File: config.mk
export PLATFORM = sky130hd
export DESIGN_NAME = uart_rx_core
export DESIGN_NICKNAME = d
export VERILOG_FILES = /design/src/rtl/uart_rx_core.sv
export SDC_FILE = /design/constraint.sdc
export NUM_CORES = 1
export LEC_CHECK = 0
export CAP_MARGIN = 5
export CORE_MARGIN = 5
export CORE_UTILIZATION = 29
export CTS_CLUSTER_DIAMETER = 200
export DETAILED_ROUTE_END_ITERATION = 8
export DONT_BUFFER_PORTS = 1
export HOLD_SLACK_MARGIN = 0.1
export PLACE_DENSITY = 0.51
export SLEW_MARGIN = 20
export SYNTH_ARGS = -nofsm -noshare
export SYNTH_HDL_FRONTEND = slang
export SYNTH_SLANG_ARGS = --single-unit
File: constraint.sdc
create_clock -name clk_50m -period 1.65 [get_ports clk_50m]
set_input_delay 0.33 -clock clk_50m [delete_from_list [all_inputs] [get_ports clk_50m]]
set_output_delay 0.33 -clock clk_50m [all_outputs]
set_load 0.01 [all_outputs]
File: src/rtl/uart_rx_core.sv
// ============================================================================
// uart_rx_core: 8N1 UART receiver, one-deep byte register with valid/ack.
// Option: UART_RX_MAJORITY_EN selects 2-of-3 majority sampling. Rev 1.0
// ============================================================================
`default_nettype none
`timescale 1ns/1ps

module uart_rx_core #(
    parameter int CLK_HZ = 50000000,
    parameter int BAUD   = 9600,
    parameter int DIV    = CLK_HZ / BAUD,
    parameter int HALF   = DIV / 2
) (
    input  logic       clk_50m,
    input  logic       rst,
    input  logic       ser_rx,
    output logic [7:0] rx_data,
    output logic       rx_valid,
    input  logic       rx_ack,
    output logic       rx_frame_err,
    output logic       rx_overrun,
    output logic       rx_busy
);

    localparam int CW = $clog2(DIV);
    // Reload values are one less than the interval: the decision edge is the
    // one on which the counter already reads zero.
    localparam logic [CW-1:0] c_DIV_LOAD  = CW'(DIV - 1);
    localparam logic [CW-1:0] c_HALF_LOAD = CW'(HALF - 1);

    typedef enum logic [2:0] {
        S_IDLE  = 3'd0,
        S_START = 3'd1,
        S_DATA  = 3'd2,
        S_STOP  = 3'd3,
        S_BREAK = 3'd4
    } state_t;

    state_t          r_state, w_state_next;
    logic [CW-1:0]   r_cnt, w_cnt_next;
    logic [2:0]      r_bit, w_bit_next;
    logic [7:0]      r_shift, w_shift_next;
    logic            r_sync1, r_rxs, r_rxs_d1;
    logic            w_sample, w_tick, w_byte_done, w_frame_err;

    always_ff @(posedge clk_50m) begin
        if (rst) begin
            r_sync1  <= 1'b1;
            r_rxs    <= 1'b1;
            r_rxs_d1 <= 1'b1;
        end else begin
            r_sync1  <= ser_rx;
            r_rxs    <= r_sync1;
            r_rxs_d1 <= r_rxs;
        end
    end

`ifdef UART_RX_MAJORITY_EN
    logic r_rxs_d2;
    always_ff @(posedge clk_50m) begin
        if (rst) r_rxs_d2 <= 1'b1;
        else     r_rxs_d2 <= r_rxs_d1;
    end
    // Samples taken at counter values 2, 1 and 0; decision still at 0.
    assign w_sample = (r_rxs & r_rxs_d1) | (r_rxs & r_rxs_d2) | (r_rxs_d1 & r_rxs_d2);
`else
    assign w_sample = r_rxs;
`endif

    assign w_tick  = (r_cnt == '0);
    assign rx_busy = (r_state != S_IDLE);

    always_ff @(posedge clk_50m) begin
        if (rst) begin
            r_state <= S_IDLE;
            r_cnt   <= '0;
            r_bit   <= 3'd0;
            r_shift <= 8'h00;
        end else begin
            r_state <= w_state_next;
            r_cnt   <= w_cnt_next;
            r_bit   <= w_bit_next;
            r_shift <= w_shift_next;
        end
    end

    always_comb begin
        w_state_next = r_state;
        w_cnt_next   = r_cnt;
        w_bit_next   = r_bit;
        w_shift_next = r_shift;
        w_byte_done  = 1'b0;
        w_frame_err  = 1'b0;
        case (r_state)
            S_IDLE: begin
                if (!r_rxs && r_rxs_d1) begin
                    w_cnt_next   = c_HALF_LOAD;
                    w_state_next = S_START;
                end
            end
            S_START: begin
                if (!w_tick) begin
                    w_cnt_next = r_cnt - 1'b1;
                end else if (!w_sample) begin
                    w_state_next = S_DATA;
                    w_cnt_next   = c_DIV_LOAD;
                    w_bit_next   = 3'd0;
                end else begin
                    w_state_next = S_IDLE;
                end
            end
            S_DATA: begin
                if (!w_tick) begin
                    w_cnt_next = r_cnt - 1'b1;
                end else begin
                    w_shift_next = {w_sample, r_shift[7:1]};
                    w_cnt_next   = c_DIV_LOAD;
                    if (r_bit == 3'd7) w_state_next = S_STOP;
                    else               w_bit_next   = r_bit + 3'd1;
                end
            end
            S_STOP: begin
                if (!w_tick) begin
                    w_cnt_next = r_cnt - 1'b1;
                end else if (w_sample) begin
                    w_byte_done  = 1'b1;
                    w_state_next = S_IDLE;
                end else begin
                    w_frame_err  = 1'b1;
                    w_state_next = S_BREAK;
                end
            end
            S_BREAK: begin
                if (r_rxs) w_state_next = S_IDLE;
            end
            default: w_state_next = S_IDLE;
        endcase
    end

    // A completing byte wins over ack; overrun is set only if nobody acked it.
    always_ff @(posedge clk_50m) begin
        if (rst) begin
            rx_data      <= 8'h00;
            rx_valid     <= 1'b0;
            rx_overrun   <= 1'b0;
            rx_frame_err <= 1'b0;
        end else begin
            rx_frame_err <= w_frame_err;
            if (w_byte_done) begin
                rx_data    <= r_shift;
                rx_valid   <= 1'b1;
                rx_overrun <= rx_valid & ~rx_ack;
            end else if (rx_ack && rx_valid) begin
                rx_valid   <= 1'b0;
                rx_overrun <= 1'b0;
            end
        end
    end

endmodule

`default_nettype wire
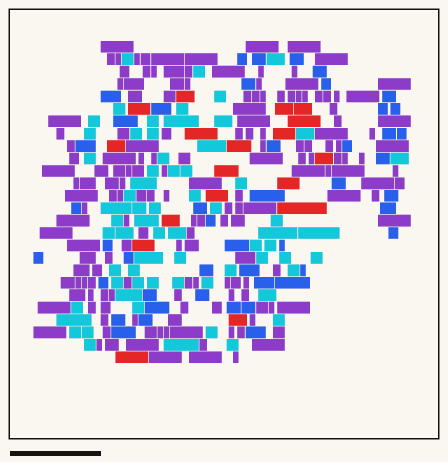
**Above:** cells by drive strength.
Bar = 20 µm.
Key: drive 6 and up = red [cells 18]; drive 2 = blue [cells 46]; drive 3 to 4 = cyan [cells 66]; drive 1 or less = purple [cells 167]

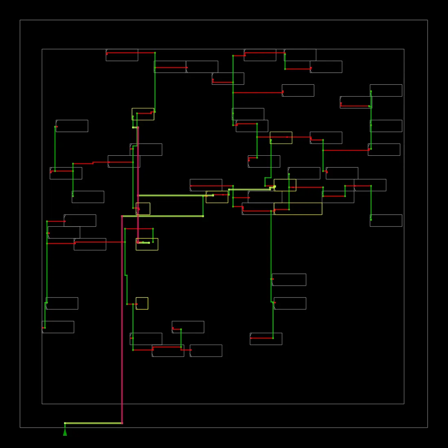
**Above:** the clock network.
total CTS buffers: 5
total clock network power: 833 µW
TritonCTS Sinks: 41

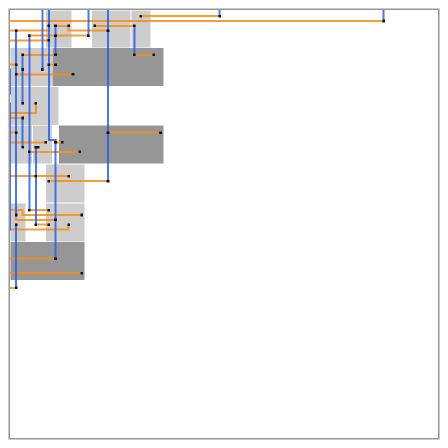
**Above:** layout detail.
Region (55, 8) to (85, 38) µm. Cells in grey, sequential cells in the stronger grey; small squares are vias.
Key: met2 = blue; met1 = orange
Most frequent: buf_4 (2), dfxtp_1 (2). Netlist names of flops here include r_cnt (3). Sequential cells in the window: 3. 12 logic cells have their middle in the window.

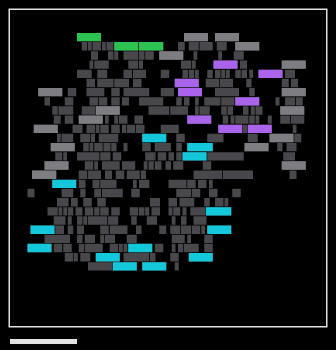
**Above:** sequential cells grouped by signal name.
Bar = 20 µm. Other sequential cells in the stronger grey, the rest of the logic in the fainter grey.
Key: r_shift = purple [placed flops 8]; r_bit = green [placed flops 3]; r_cnt = cyan [placed flops 13]
Another 17 sequential cells are not coloured.

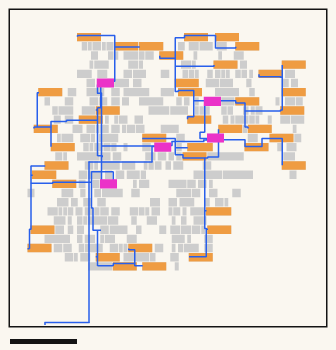
**Above:** clock wires, drivers and flops.
Bar = 20 µm.
Key: clock wires = blue [length 614 µm]; cells driving clock nets = magenta [count 5]; flip-flops = orange [count 41]
There are 6 routed clock nets.

==> results.txt <==
Results of the implementation run.

The x dimension of the die came out at 93.7 µm. The count of buffering cells on the critical path with inverters included is 4. The worst vdd rail ir drop came out at 0.646 mV. The number of global-route vias before repair came out at 1829. The maximum number of pins on one net before global-route repair came out at 31. The per-cell routed wire length came out at 13.3 µm. Per the cell usage report, the commonest logic cell in the layout is buf_4. The routed layout has 1942 vias. The clock latency reported for the late side of the worst-skew pair came out at 0.30 ns. The layout has 682 filler cells.

The endpoint class of the critical path is a register. The flow ran to the end, but the final reports show violations. The count of tool warnings is 30. Looking at the critical path, the single cell with the biggest stage delay is dfxtp_2.

The relative max-transition margin is 73.1%. The die extent in y is 93.7 µm. The switching power total came out at 1.63 mW. The commonest cells after synthesis are nand2_1 (44), dfxtp_1 (41), a21oi_1 (30). The share of total power dissipated in sequential elements is 27.5%. The count of antenna-violating nets left after detailed routing is 0. Per the synthesis report, the single largest cell type by area occupies 40.4% of cell area. The share of power burned in combinational logic is 52.9%. Per the post-place timing report, worst setup slack is -0.141 ns. The final timing summary puts the cycle share of the worst path at 105%. The antenna diode instance count is 0.

The cell area after placement came out at 2490 µm². Per the Yosys statistics, synthesis produced 243 cells. The residual DRC count came out at 0. Per the cell usage report, the commonest logic cells after layout are buf_4 (46), dfxtp_1 (39), nand2_1 (31), a21oi_1 (19), a21oi_2 (11). The ratio of cells with drive above 1 in the final layout came out at 43.8%. Yosys attributes the largest share of cell area to dfxtp_1 (40%), nand2_1 (8.1%), a21oi_1 (7.4%), nand3_1 (2.7%), ha_1 (2.5%). Hold is met by 0.132 ns.

The highest cell delay on the worst timing path is 0.33 ns. The end-of-flow timing check tallies setup violations at 17. The total routed wirelength is 5.25 mm. The region available for standard cell placement spans 6790 µm². The cell repeated most along the worst path is buf_4. The total global routing track utilization came out at 12.4%.

The initial DRC count is 98. The max-cap violation count is 0. The cell internal power dissipation came out at 2.64 mW. The Yosys chip area is 2030 µm². The initial core utilization came out at 29.9%. Counting flops with an async set or reset pin after synthesis yields a share of 0%. The final layout contains 304 nets.

The maximum clock frequency is 0.578 GHz. Per report_power, the clock group accounts for 19.5% of the total. The share of the yosys chip area belonging to registers is 40.4%. The final period demand of the worst path is 1.73 ns. The most numerous cell in the Yosys netlist is nand2_1.

The net count of the mapped netlist came out at 251. The worst-path maximum fanout is 6. The global-route congestion overflow total came out at 0. TritonCTS built the clock tree.

STA classifies the critical path startpoint as a register. The share of total power consumed by net switching came out at 38.2%. The placer congestion estimate is 0.797. The clock tree buffer depth came out at 2. The count of final hold-check violations is 0. The synthesized netlist occupies a cell area of 2030 µm². The post-CTS setup-driven buffer insertion count is 2. At the pin with the least slew margin, the transition time is 0.398 ns. The mean instance size in the synthesized netlist came out at 8.37 µm².

Cells fill 43.4% of the core in the end. The final reports fail on negative setup slack. After detailed routing, the number of vias per cell comes to 4.94.

Counting flops and latches in the post-synthesis netlist gives 41. The number of enable-type register cells in the synthesized netlist came out at 0. For this run, the number of Yosys warnings is 0.

The finished cells cover 2950 µm². The layout report lists the combined flip-flop and latch area as 823 µm². The worst hold path belongs to the class primary input to register. Per STA, the worst path accumulates the most delay in the family buffers and inverters. The endpoint arrival time on the critical path came out at 1.91 ns. Data on the critical path is required at its endpoint by 1.83 ns. The first global-routing pass estimated 8.65 mm of wire. The number of antenna violations at the first check in global routing came out at 0. The kind of critical path is register to register. In this run the full chip footprint comes out at 8790 µm². In this run the critical path is formed by inv_2 -> ha_4 -> nor4b_4 -> buf_4 -> nand3_4 -> o21ai_4 -> buf_6 -> buf_4 -> a221oi_2.

The setup clock skew after layout came out at 0.00656 ns. The area used by multi-input combinational logic is 1350 µm². The setup slack of the critical path after layout is -0.0798 ns. The count of TritonRoute iterations in the first routing pass came out at 4. The standard-cell row count came out at 30. Per the final report, max-transition violations number 0. The root buffer cell chosen for the clock tree is clkbuf_8. On the reported timing paths, the clock transition at the registers reads 0.08 ns.

The report lists the power per cell area as 1450 nW/µm². Input and output buffers added on the ports amount to 0. Setup repair after global routing could not meet its margin everywhere. The largest total area in the synthesized netlist belongs to dfxtp_1. Post-synth the commonest register cell is dfxtp_1.

The clock H-tree reported by CTS has 2 levels. Synthesis produced a netlist whose cell count is 243. The area overhead of the layout relative to synthesis is 45.0%. The number of resized instances in the post-cts repair step came out at 17. The total leakage power is 1.07 nW. The count of different cell masters after synthesis came out at 50.

Buffers inserted to repair hold after CTS numbered 2. The post-detailed-placement half-perimeter wirelength is 3.48 mm. The top-level I/O count came out at 16. The post-route total power came out at 4.27 mW.
[layer usage]
layer	part of all wire (%)	up-vias	GRT usage [%]
met4	1.4	0	4.69
li1	-	980	-
met1	48	921	17.0
met3	4.5	5	3.04
met5	0	-	0
met2	47	36	18.7
[through the flow]
step,TNS [ns],cells
floorplan,-0.0993,243
global placement,-0.798,378
detailed placement,-1.11,378
CTS,-1.18,390
global route,-2.82,393
finish,-0.741,393
[worst paths after layout]
| kind | startpoint | slack, ns | depth (start not counted) | endpoint |
|---|---|---|---|---|
| setup / recovery | r_cnt[0] | -0.08 | 9 | r_cnt[1] |
| hold / removal | ser_rx | 0.13 | 1 | r_sync1 |
| setup reg to reg | r_cnt[0] | -0.08 | 9 | r_cnt[1] |
| hold reg to reg | r_sync1 | 0.42 | 1 | r_rxs |
[flip-flops by register name, indices dropped and copies added, names as in the netlist, 3 cells and up]
name / cells
r_shift: 8
rx_data: 8
r_cnt: 13
r_bit: 3
r_state: 3
[final cells by class]
cell class | instances | area share (%)
timing repair buffer | 58 | 17.1
sequential | 41 | 27.9
multi-input combinational | 180 | 45.7
clock inverter | 3 | 1.57
inverter | 10 | 1.27
clock buffer | 5 | 2.33
tap | 96 | 4.07
[logic make-up (layout without fill, tap and decap cells)]
kind of cell	count (synthesis)	after routing	synth area share, %
AND/OR/NAND/NOR	107	107	28.1
AND-OR/OR-AND	67	67	23.5
flip-flops	41	41	40.4
buffers and inverters	22	76	4.62
adder cells (fa/ha/maj)	4	4	2.46
XOR/XNOR	1	1	0.431
multiplexers	1	1	0.492
[power groups by stage]
stage                     logic, mW  clock network [mW]  registers (mW)
final                          2.26               0.833            1.17
after floorplan                1.09                   0            1.19
after detailed placement       1.84                   0            1.19
after global placement         1.84                   0            1.19
after CTS                      1.97               0.864            1.17
after global routing           2.47               0.912            1.19
Power figures rest on the tool's default switching activity, not on a simulated workload.
